Fig. 1: wires at chosen ports, followed through buffers
Drawn at 2 px/µm.
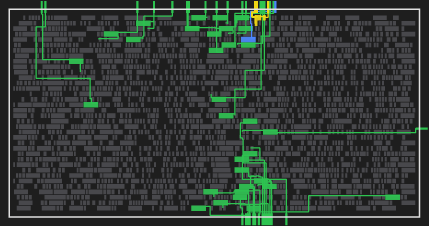
Fig. 2: clock routing
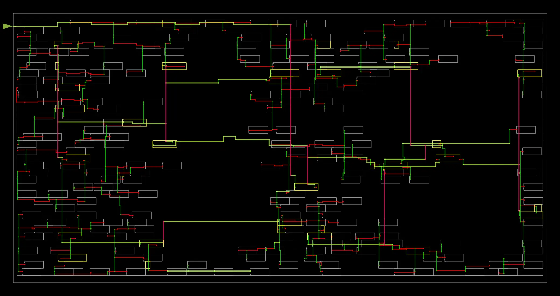
Fig. 3: a small window of the routed layout
Window x 143 to 163, y 67 to 87 µm. Cells in gray, sequential cells in the stronger gray; small squares are vias.
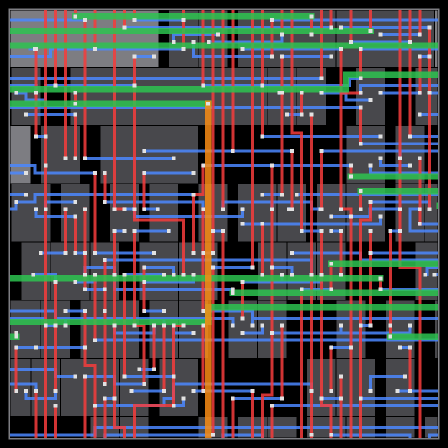
Fig. 4: metal layers overlaid
Drawn at 4 px/µm. Two of the layers only.
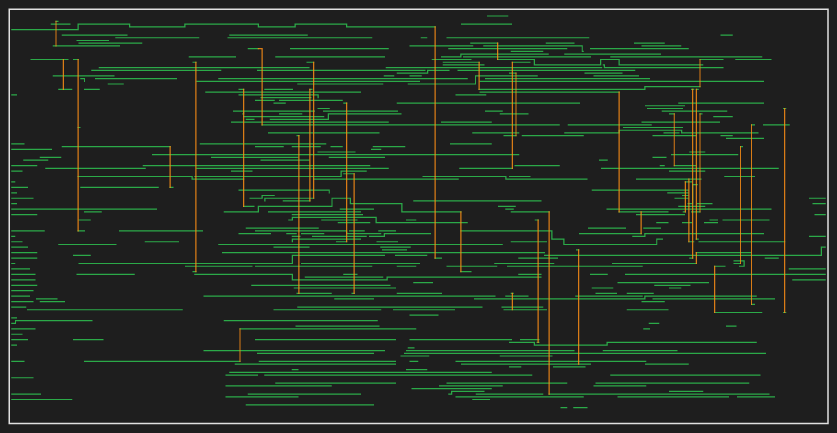
Fig. 5: metal 2
Drawn at 2 px/µm. Cells faint in the background.
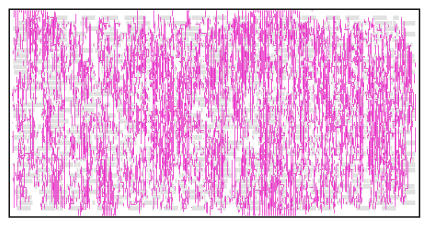
## config.mk

```make
export PLATFORM = sky130hd
export DESIGN_NAME = muldiv_sequencer
export DESIGN_NICKNAME = d
export VERILOG_FILES = /design/src/rtl/muldiv_sequencer.sv
export SDC_FILE = /design/constraint.sdc
export NUM_CORES = 1
export LEC_CHECK = 0
export ABC_AREA = 1
export ABC_CLOCK_PERIOD_IN_PS = 3200
export CORE_ASPECT_RATIO = 0.5
export CORE_UTILIZATION = 65
export CTS_CLUSTER_DIAMETER = 100
export DETAILED_ROUTE_END_ITERATION = 8
export DONT_BUFFER_PORTS = 1
export PLACE_DENSITY = 0.81
export SYNTH_ARGS = -nofsm -noshare
export SYNTH_HDL_FRONTEND = slang
export SYNTH_SLANG_ARGS = --single-unit
```

## constraint.sdc

```tcl
create_clock -name CLK -period 3.2 [get_ports CLK]
set_clock_uncertainty 0.05 [all_clocks]
set_input_delay 0.96 -clock CLK [delete_from_list [all_inputs] [get_ports CLK]]
set_output_delay 0.96 -clock CLK [all_outputs]
set_load 0.05 [all_outputs]
```

## src/rtl/muldiv_sequencer.sv

```systemverilog
// Multi-cycle MUL/DIV sequencer: radix-2 shift-add multiply and restoring divide.
// Define MULDIV_SIGNED_EN for two's-complement operands (adds a FIXUP cycle).
module muldiv_sequencer #(
  parameter int WIDTH = 32
) (
  input  logic             CLK,
  input  logic             RST,
  input  logic             START,
  input  logic [2:0]       OP,
  input  logic [WIDTH-1:0] A,
  input  logic [WIDTH-1:0] B,
  output logic             BUSY,
  output logic             DONE,
  output logic [WIDTH-1:0] HI,
  output logic [WIDTH-1:0] LO,
  output logic             DIV_BY_ZERO
);

  localparam int CW = (WIDTH > 1) ? $clog2(WIDTH) : 1;
  localparam int W2 = 2 * WIDTH;

  localparam logic [1:0] S_IDLE   = 2'd0;
  localparam logic [1:0] S_RUN    = 2'd1;
  localparam logic [1:0] S_FIXUP  = 2'd2;
  localparam logic [1:0] S_FINISH = 2'd3;

  localparam logic [2:0] OP_MUL = 3'b101;
  localparam logic [2:0] OP_DIV = 3'b110;

  logic [1:0]       state_q, state_d;
  logic [CW-1:0]    count_q, count_d;
  logic             isDiv_q, isDiv_d;
  logic [WIDTH-1:0] opB_q, opB_d;
  logic [W2-1:0]    acc_q, acc_d;
  logic [WIDTH-1:0] rem_q, rem_d;
  logic [WIDTH-1:0] hi_q, hi_d;
  logic [WIDTH-1:0] lo_q, lo_d;
  logic             dbz_q, dbz_d;

  logic             opLegal, accept;
  logic [WIDTH-1:0] magA, magB;
  logic [WIDTH:0]   mulSum;
  logic [W2-1:0]    mulNext;
  logic [WIDTH:0]   divShift;
  logic             divFits;
  logic [WIDTH-1:0] remNext, quoNext;

  assign opLegal = (OP == OP_MUL) || (OP == OP_DIV);
  assign accept  = START && opLegal && ((state_q == S_IDLE) || (state_q == S_FINISH));

`ifdef MULDIV_SIGNED_EN
  logic          negQuo_q, negQuo_d;
  logic          negRem_q, negRem_d;
  logic [W2-1:0] fixedProd;

  assign magA      = A[WIDTH-1] ? ((~A) + WIDTH'(1)) : A;
  assign magB      = B[WIDTH-1] ? ((~B) + WIDTH'(1)) : B;
  assign fixedProd = negQuo_q ? ((~acc_q) + W2'(1)) : acc_q;
`else
  assign magA = A;
  assign magB = B;
`endif

  // Multiply keeps {partial product, remaining multiplier bits} in acc_q;
  // divide keeps the dividend/quotient shift register in acc_q's low half.
  assign mulSum   = {1'b0, acc_q[W2-1:WIDTH]} + (acc_q[0] ? {1'b0, opB_q} : '0);
  assign mulNext  = {mulSum, acc_q[WIDTH-1:1]};
  assign divShift = {rem_q, acc_q[WIDTH-1]};
  assign divFits  = divShift >= {1'b0, opB_q};
  assign remNext  = divFits ? WIDTH'(divShift - {1'b0, opB_q}) : divShift[WIDTH-1:0];
  assign quoNext  = {acc_q[WIDTH-2:0], divFits};

  always_comb begin
    state_d = state_q;
    count_d = count_q;
    isDiv_d = isDiv_q;
    opB_d   = opB_q;
    acc_d   = acc_q;
    rem_d   = rem_q;
    hi_d    = hi_q;
    lo_d    = lo_q;
    dbz_d   = dbz_q;
`ifdef MULDIV_SIGNED_EN
    negQuo_d = negQuo_q;
    negRem_d = negRem_q;
`endif
    case (state_q)
      S_IDLE, S_FINISH: begin
        if (accept) begin
          isDiv_d = (OP == OP_DIV);
          dbz_d   = 1'b0;
          count_d = '0;
          opB_d   = magB;
          acc_d   = {{WIDTH{1'b0}}, magA};
          rem_d   = '0;
`ifdef MULDIV_SIGNED_EN
          negQuo_d = A[WIDTH-1] ^ B[WIDTH-1];
          negRem_d = A[WIDTH-1];
`endif
          // A zero divisor is resolved immediately without iterating.
          if ((OP == OP_DIV) && (B == '0)) begin
            state_d = S_FINISH;
            hi_d    = A;
            lo_d    = '1;
            dbz_d   = 1'b1;
          end else begin
            state_d = S_RUN;
          end
        end else begin
          state_d = S_IDLE;
        end
      end
      S_RUN: begin
        count_d = count_q + CW'(1);
        if (isDiv_q) begin
          acc_d = {acc_q[W2-1:WIDTH], quoNext};
          rem_d = remNext;
        end else begin
          acc_d = mulNext;
        end
        if (count_q == CW'(WIDTH - 1)) begin
`ifdef MULDIV_SIGNED_EN
          state_d = S_FIXUP;
`else
          state_d = S_FINISH;
          hi_d    = isDiv_q ? remNext : mulNext[W2-1:WIDTH];
          lo_d    = isDiv_q ? quoNext : mulNext[WIDTH-1:0];
`endif
        end
      end
`ifdef MULDIV_SIGNED_EN
      S_FIXUP: begin
        state_d = S_FINISH;
        if (isDiv_q) begin
          hi_d = negRem_q ? ((~rem_q) + WIDTH'(1)) : rem_q;
          lo_d = negQuo_q ? ((~acc_q[WIDTH-1:0]) + WIDTH'(1)) : acc_q[WIDTH-1:0];
        end else begin
          hi_d = fixedProd[W2-1:WIDTH];
          lo_d = fixedProd[WIDTH-1:0];
        end
      end
`endif
      default: state_d = S_IDLE;
    endcase
  end

  always_ff @(posedge CLK) begin
    if (RST) begin
      state_q <= S_IDLE;
      count_q <= '0;
      isDiv_q <= 1'b0;
      opB_q   <= '0;
      acc_q   <= '0;
      rem_q   <= '0;
      hi_q    <= '0;
      lo_q    <= '0;
      dbz_q   <= 1'b0;
`ifdef MULDIV_SIGNED_EN
      negQuo_q <= 1'b0;
      negRem_q <= 1'b0;
`endif
    end else begin
      state_q <= state_d;
      count_q <= count_d;
      isDiv_q <= isDiv_d;
      opB_q   <= opB_d;
      acc_q   <= acc_d;
      rem_q   <= rem_d;
      hi_q    <= hi_d;
      lo_q    <= lo_d;
      dbz_q   <= dbz_d;
`ifdef MULDIV_SIGNED_EN
      negQuo_q <= negQuo_d;
      negRem_q <= negRem_d;
`endif
    end
  end

  assign BUSY        = (state_q == S_RUN) || (state_q == S_FIXUP);
  assign DONE        = (state_q == S_FINISH);
  assign HI          = hi_q;
  assign LO          = lo_q;
  assign DIV_BY_ZERO = dbz_q;

endmodule

```

==> Slide: Implementation Results <==
Flow Results at a Glance

Timing
  – RSZ-0062 raised after global routing: no
  – Final Max Slew Viols: 0
  – TNS Setup: 0 ns
  – Fin Hold WS: 0.4138 ns

Finish
  – Area Growth Syn to Fin: 6.979%

Global routing
  – Pin count of the biggest net entering global routing: 73
  – Initial antenna violation count: 0
  – Gr ovfl total: 0

Logic synthesis
  – Seq cells post-synth: 201
  – Synth async-reset ratio: 0
  – Post-synth area from yosys stat: 13300 µm²
  – Synth Instances: 2145
  – Most numerous cell in the Yosys netlist: nand2_1
  – Yosys warns: 0

CTS
  – CTS tree: built
  – H-tree lvl count: 1

Pwr
  – Power per cell area: 539.6 nW/µm²

Floorplan
  – Starting Density: 0.6743
  – FP Rows: 36

Detailed routing
  – DRT Pass-1 Iters: 7
  – DRC viols: 0

Setup path
  – Critical path type: reg2reg

Status
  – Status: finished clean

Job
  – Max-cap violation count: 0
Back to the opening pictures, Fig. 1:
port	color	direction	end cells	buffers	wire
DIV_BY_ZERO	blue	output	1	0	28.4 µm
HI	green	output	32	0	1150 µm
OP	yellow	input	4	0	27.5 µm
Port Buffers: 0
Ports: 137

Back to the opening pictures, Fig. 2:
total CTS buffers: 19
Sink Count: 201
clock-net power: 0.00252 W

Back to the opening pictures, Fig. 3:
layer	color
M4	orange
M3	green
M2	red
M1	blue
sequential cells in the window	1
netlist names of flops here include	rem_q (1)
cells with their middle in the window	50
most frequent	nand2_1 (18), inv_1 (8)

Back to the opening pictures, Fig. 4:
layer	color	wire length
M3	green	6380 µm
M4	orange	899 µm
routed wire length: 44220 µm
DR WL/cell: 18.54 µm
via count: 14100
GRT Util Overall: 0.4173

Back to the opening pictures, Fig. 5:
share of all routed wire	39%
nets with wire on the layer	1791
main direction	vertical
wire length on this layer	17200 µm
longest straight run	52.1 µm

[power breakdown]
group	internal [W]	switching (W)	total, W
Sequential	0.00265	0.000113	0.00276
Combinational	0.000745	0.00165	0.00240
Clock	0.00145	0.00107	0.00252
Total	0.00484	0.00284	0.00768
[cell usage in the layout (no fill, tap or decap), types with 14 or more instances in the layout]
cell,instances
a21oi_1,272
buf_4,30
clkbuf_16,19
dfxtp_1,200
ha_1,68
inv_1,280
inv_2,14
nand2_1,503
nand3_1,116
nand4_1,28
nor2_1,162
nor3_1,16
o21ai_0,277
xnor2_1,15
[logic make-up (layout without fill, tap and decap cells)]
kind of cell / count (synthesis) / count (layout) / share of synthesized area
AOI/OAI and AO/OA: 590 / 590 / 0.2280
DFF: 201 / 201 / 0.3025
adders and majority gates: 71 / 71 / 0.06791
xor gates and xnor gates: 17 / 17 / 0.01119
and+or+nand+nor: 873 / 873 / 0.2753
buffers and inverters: 393 / 367 / 0.1151
[sequential cells by signal, indices dropped and copies added, names as in the netlist]
register     flops
HI              32
DIV_BY_ZERO      1
state_q          2
opB_q           32
isDiv_q          1
acc_q           64
LO              32
count_q          5
rem_q           32
[per-layer routing]
layer	global-route usage	vias to the layer above	share of wire
met5	0	-	0
met4	0.1056	0	0.020
met1	0.5991	6390	0.45
met3	0.1391	81	0.14
met2	0.5924	701	0.39
li1	-	6932	-
[worst paths after layout]
path              startpoint        end  cells after the start
setup / recovery    acc_q[0]     HI[26]                     15
hold / removal     acc_q[15]  acc_q[15]                      2
setup reg to reg    acc_q[0]     HI[26]                     15
hold reg to reg    acc_q[15]  acc_q[15]                      2
[critical path, stage by stage (launching register included)]
cell	delay, ns
dfxtp_1	0.33
buf_4	0.23
buf_4	0.34
nand2_1	0.23
inv_1	0.12
ha_1	0.27
a21oi_1	0.22
o21ai_0	0.17
a21oi_1	0.28
inv_1	0.08
a21oi_1	0.21
nand3_1	0.10
nand3_1	0.14
nand3_1	0.09
nand2_1	0.07
inv_1	0.03
[layout make-up]
cell class                 count  area, µm²  share of cell area
multi-input combinational   1551       7755              0.5449
clock buffer                  22      496.7             0.03490
inverter                     298       1124             0.07895
tap                          266      332.8             0.02339
timing repair buffer          35      325.3             0.02286
clock inverter                12      172.7             0.01213
sequential                   201       4025              0.2828
[stage by stage]
stage	std cells	total power [W]	instance area [µm²]
finish	2385	0.007679	14230
global route	2385	0.008060	14230
CTS	2385	0.007598	14230
detailed placement	2351	0.005122	13560
global placement	2351	0.005097	13560
floorplan	2145	0.004575	13300
Power is estimated from default activity; no workload was simulated.
